==> config.mk <==
export PLATFORM = sky130hd
export DESIGN_NAME = stream_mux_nw
export DESIGN_NICKNAME = d
export VERILOG_FILES = /design/src/rtl/stream_mux_pkg.sv /design/src/rtl/stream_mux_nw_rr_arbiter.sv /design/src/rtl/stream_mux_nw.sv
export SDC_FILE = /design/constraint.sdc
export NUM_CORES = 1
export LEC_CHECK = 0
export CORE_MARGIN = 1
export CORE_UTILIZATION = 34
export DETAILED_ROUTE_END_ITERATION = 8
export PLACE_DENSITY = 0.83
export SLEW_MARGIN = 10
export SYNTH_ARGS = -nofsm -noshare
export SYNTH_HDL_FRONTEND = slang
export SYNTH_HIERARCHICAL = 1
export SYNTH_SLANG_ARGS = --single-unit
export TNS_END_PERCENT = 30
==> constraint.sdc <==
create_clock -name clk -period 1.83 [get_ports clk]
set_input_delay 0.549 -clock clk [delete_from_list [all_inputs] [get_ports clk]]
set_output_delay 0.549 -clock clk [all_outputs]
set_load 0.05 [all_outputs]
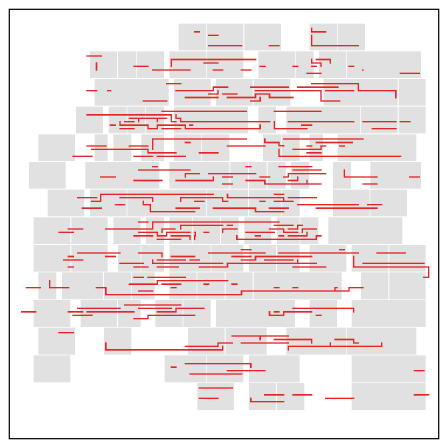
Fig. 1. Metal 1 (run 1).
wire length on this layer: 688 um
main direction: horizontal
share of all routed wire: 41%
nets with wire on the layer: 114
longest straight run: 13.3 um
via count: 681
met1 GRT Util: 24.73%
final wirelength: 1.685 mm

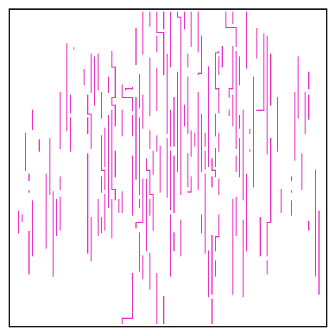
Fig. 2. Signal wires on met2 (run 1).
wire length on this layer: 884 um
main direction: vertical
met2 Track Usage GR: 38.13%

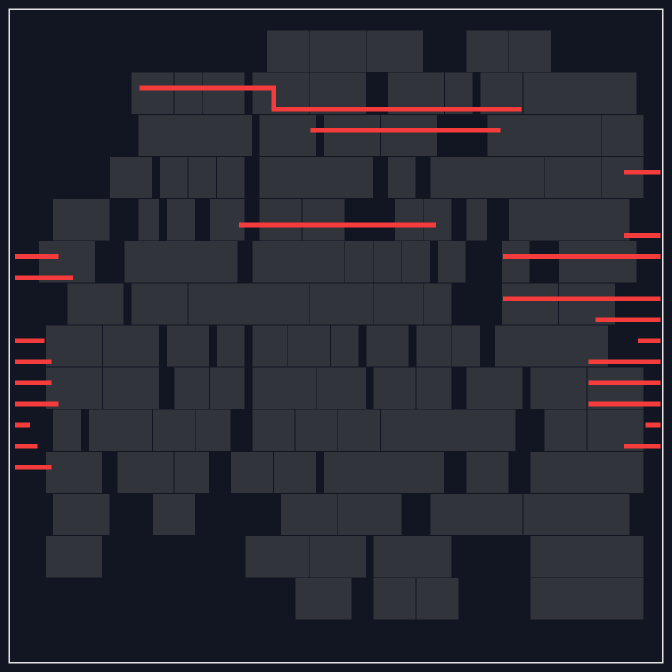
Fig. 3. M3 wires (run 1).
main direction: horizontal
share of all routed wire: 6.7%
met3 Resource Use GR: 7.759%

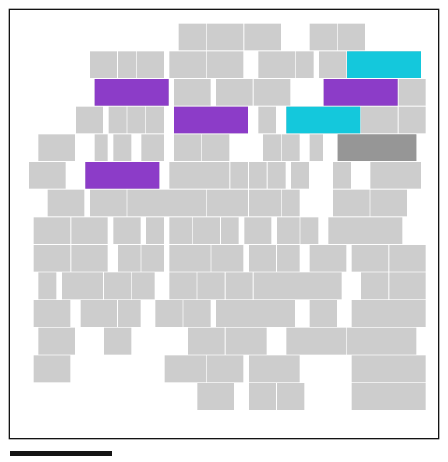
Fig. 4. Register map, names as in the netlist (run 1).
The bar under the picture is 10 um long.
| netlist name | colour | sequential cells |
|---|---|---|
| `out_chan` | cyan | 2 |
| `out_data` | purple | 4 |
not coloured: 1
total sequential power: 0.167 mW
final core utilization: 73.59%
Seq area share: 12.75%

==> metrics.csv, run 1 <==
stage,metric,value,unit
cts,cts_tree,built,
setup_path,start_kind,input port,
hold_path,min_path_cells,2,
cts,clk_path_buf_depth,2,
floorplanning,row_count,14,
yosys,top_area_share,25.63,%
cts,cts.sinks,7,
final_timing,slew_viol_final,0,
setup_path,reg2regPathDepth,5,
grt,gr-total-overflow,0,
final_timing,slew_headroom,78.98,%
yosys,ys_cells,62,
floorplanning,core-area,1506,um^2
grt,antenna_found_initial,0,
final_timing,post-route-period-util,98.69,%
yosys,ys.flops,7,
layout,area_growth,102.7,%
layout,diodes,0,
grt,grt_pass1_wl,2.946,mm
run_status,status,finished clean,
[run 1: repair_timing]
action,in CTS,in global routing
setup endpoints to repair,11,2
pin swaps,2,1
buffers inserted,2,0
hold buffers,0,0
resized,22,1
cloned,0,0
[run 1: routing by layer]
metal  up-vias  wire (um)
met5         -          0
met4         0          0
met3         0        113
met2        28        884
met1       314        688
li1        339          -
[run 1: worst max-delay path, delay by kind of cell]
kind / cells / cell delay (ns)
buffers and inverters: 3 / 0.40
AND/OR/NAND/NOR: 1 / 0.31
[run 1: cells by family after synthesis]
group	synth area share, %
AND/OR/NAND/NOR	37.07
multiplexers	18.31
AND-OR/OR-AND	9.840
flip-flops	25.63
buffers and inverters	9.152
[run 1: layout make-up]
type	instances	area share (%)
Timing Repair Buffer	52	44.81
Tap cell	16	1.806
Clock buffer	4	2.370
Sequential cell	7	12.75
Multi-Input combinational cell	48	38.26
[run 1: per-stage QoR]
| stage | hold WS [ns] | instance area [um^2] | setup TNS [ns] | setup slack (ns) | instances |
|---|---|---|---|---|---|
| floorplan | 0.6881 | 610.6 | -0.7150 | -0.2724 | 62 |
| global placement | 0.4575 | 1066 | -4.120 | -0.4012 | 122 |
| detailed placement | 0.4642 | 1066 | -4.431 | -0.4489 | 122 |
| CTS | 0.4711 | 1117 | 0 | 0.01210 | 128 |
| global route | 0.4862 | 1109 | -0.005064 | -0.005064 | 127 |
| finish | 0.4650 | 1109 | 0 | 0.02401 | 127 |
[run 1: report_power, final]
| group | internal, mW | switching (mW) |
|---|---|---|
| clock | 0.0832 | 0.0570 |
| sequential | 0.162 | 0.00513 |
| combinational | 0.129 | 0.120 |
[run 1: cells in the final DEF, fill, tap and decap left out]
master           netlist  final
buf_4                  4     23
clkdlybuf4s50_1        0     20
mux2i_1               10     10
nor3_1                10      9
dfxtp_1                7      6
nand3_1                4      4
nor4_1                 5      4
o22ai_1                4      4
a21oi_1                4      4
buf_12                 0      4
clkbuf_4               0      3
buf_6                  1      3
nor4_4                 1      2
nor3_4                 1      2
buf_2                  1      2
nor2b_4                0      1
nand2b_4               0      1
nor3b_4                0      1
nor4b_4                0      1
or4_4                  1      1
or3_4                  1      1
or3b_1                 1      1
a21oi_2                1      1
nor2_1                 1      1
clkbuf_1               1      1
dfxtp_2                0      1
Fig. 5: run 1, congestion heat map
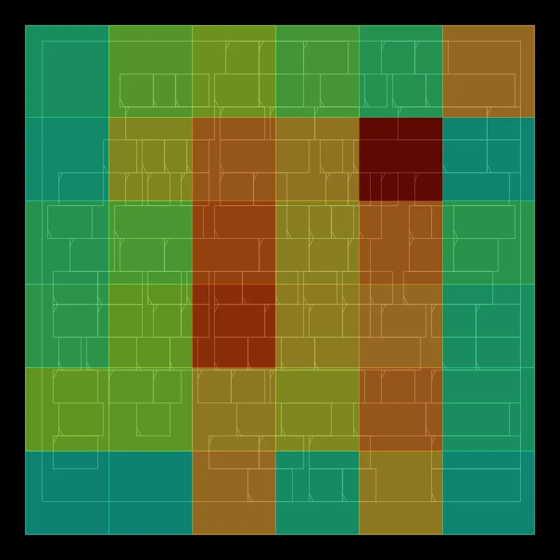

--- run 2 (diff from run 1) ---
--- a/config.mk
+++ b/config.mk
@@ -8,7 +8,7 @@
 export CORE_MARGIN = 1
 export CORE_UTILIZATION = 34
 export DETAILED_ROUTE_END_ITERATION = 8
-export PLACE_DENSITY = 0.83
+export PLACE_DENSITY_LB_ADDON = 0.3
 export SLEW_MARGIN = 10
 export SYNTH_ARGS = -nofsm -noshare
 export SYNTH_HDL_FRONTEND = slang
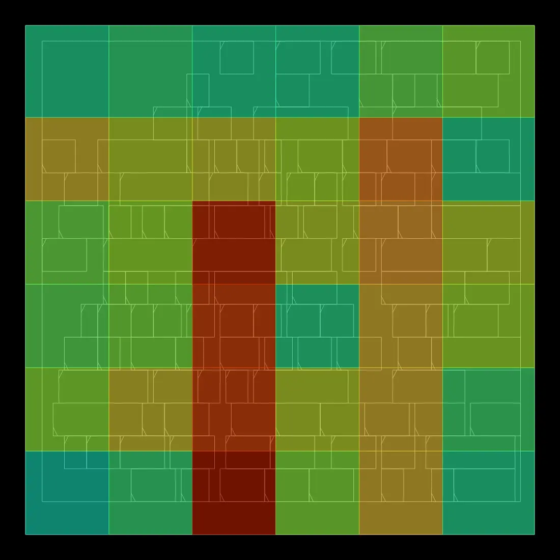
Fig. 6. Congestion heat map (run 2).
drt wl/cell: 14.02 um
met2 Track Usage GR: 43.13%
met3 Resource Use GR: 5.172%

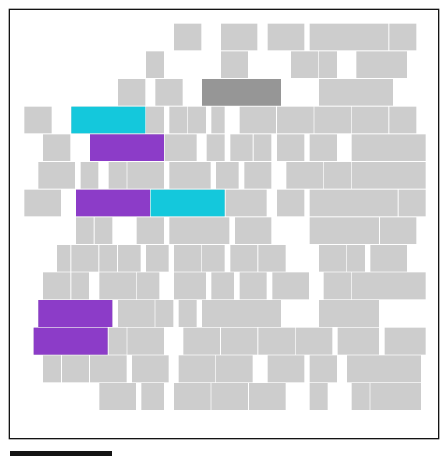
Fig. 7. Register map, names as in the netlist (run 2).
The bar under the picture is 10 um long.
| netlist name | colour | sequential cells |
|---|---|---|
| `out_chan` | cyan | 2 |
| `out_data` | purple | 4 |
not coloured: 1
Flop area: 141.4 um^2
final core utilization: 74.50%
Seq area share: 12.60%

==> metrics.csv, run 2 <==
stage,metric,value,unit,change
cts,cts_buffers,3,,
pwr,leakagePower,0.4593,nW,
grt,grt_util_met1,23.67,%,-1.1 points
placement,pre_cts_ws,-0.4712,ns,-0.02237 ns
final_timing,holdWs,0.4746,ns,+0.009568 ns
floorplanning,row_count,14,,unchanged
final_timing,slew_headroom,79.24,%,+0.25 points
cts,cts.sinks,7,,unchanged
final_timing,fin_ws,0.04036,ns,+0.01635 ns
yosys,adder_share,0,%,unchanged
yosys,ys_sh_mux,18.31,%,unchanged
detailed_routing,routed_wirelength,1.795,mm,+6.5%
final_timing,post-route-period-util,97.79,%,-0.89 points
run_status,status,finished clean,,
grt,grt.busiest_layer,met2,,
yosys,compound_area_share,9.840,%,unchanged
floorplanning,core-area,1506,um^2,unchanged
yosys,ys.flops,7,,unchanged
setup_path,setup.worst_path.end_class,output port,,
grt,gr-total-overflow,0,,unchanged
placement,gp_congestion,0.7994,,
layout,drive_gt1_share,42.86,%,
layout,area_growth,105.3,%,
final_timing,setup_viol_count_final,0,,
layout,diodes,0,,unchanged
grt,grt_pass1_wl,3.125,mm,+6.1%
layout,final_cell_mix,"buf_4 (23), clkdlybuf4s50_1 (20), mux2i_1 (10)",,
yosys,top_area_share,25.63,%,unchanged
cts,clk_path_buf_depth,2,,unchanged
setup_path,start_kind,input port,,
yosys,top_logic_kind,simple AND/OR/NAND/NOR gates,,
yosys,synth-simple-area-share,37.07,%,unchanged
layout,final_layout_top_logic_cell,buf_4,,
detailed_routing,vias_per_cell,5.383,,
detailed_routing,via_count,689,,+1.2%
hold_path,min_path_cells,2,,unchanged
cts,holdBufCountCts,0,,unchanged
setup_path,reg2regPathDepth,5,,unchanged
cts,clock_latency,0.25,ns,
yosys,xor_share,0,%,unchanged
cts,cts_tree,built,,
final_timing,slew_viol_final,0,,unchanged
yosys,ys.warnings.count,6,,
grt,antenna_found_initial,0,,unchanged
==> run 2: cell counts after synthesis <==
Identical to the previous run, type by type.
==> run 2: what timing repair did <==
action | in CTS | in global routing
pin swaps | 3 | 1
gates resized | 22 | 2
buffers inserted | 4 | 0
endpoints found under the setup margin | 11 | 2
==> run 2: report_power, final <==
group | total, mW | internal, mW | switching, mW
Sequential | 0.167 | 0.162 | 0.00473
Clock | 0.141 | 0.0833 | 0.0577
Combinational | 0.252 | 0.131 | 0.121
==> run 2: cell type report <==
| class | count | share of cell area [%] |
|---|---|---|
| Multi-Input combinational cell | 48 | 37.79 |
| Sequential cell | 7 | 12.60 |
| Clock buffer | 4 | 2.341 |
| Tap cell | 16 | 1.784 |
| Timing Repair Buffer | 53 | 45.48 |
==> run 2: cell families after synthesis <==
group                  after synthesis
AND-OR/OR-AND                        9
buffers and inverters                7
flip-flops                           7
multiplexers                        10
AND/OR/NAND/NOR                     29
==> run 2: worst max-delay path: stages <==
cell and delay, ns:
buf_2 0.16, buf_4 0.17, nor3_4 0.21, buf_12 0.16
==> run 2: metrics by stage <==
stage	setup TNS [ns]	utilization (%)	area, um^2	cells
finish	0	74.50	1122	128
CTS	-0.06941	74.83	1127	129
detailed placement	-4.755	71.10	1071	121
global placement	-4.351	71.10	1071	121
floorplan	-0.7150	-	610.6	62
global route	0	74.50	1122	128
==> run 2: metal layers <==
metal  share of wire (%)  wire, um
met1                  39       706
met2                  55       988
met3                 4.4        79
met4                 1.1        20
met5                   0         0
Power and IR drop assume default switching activity.
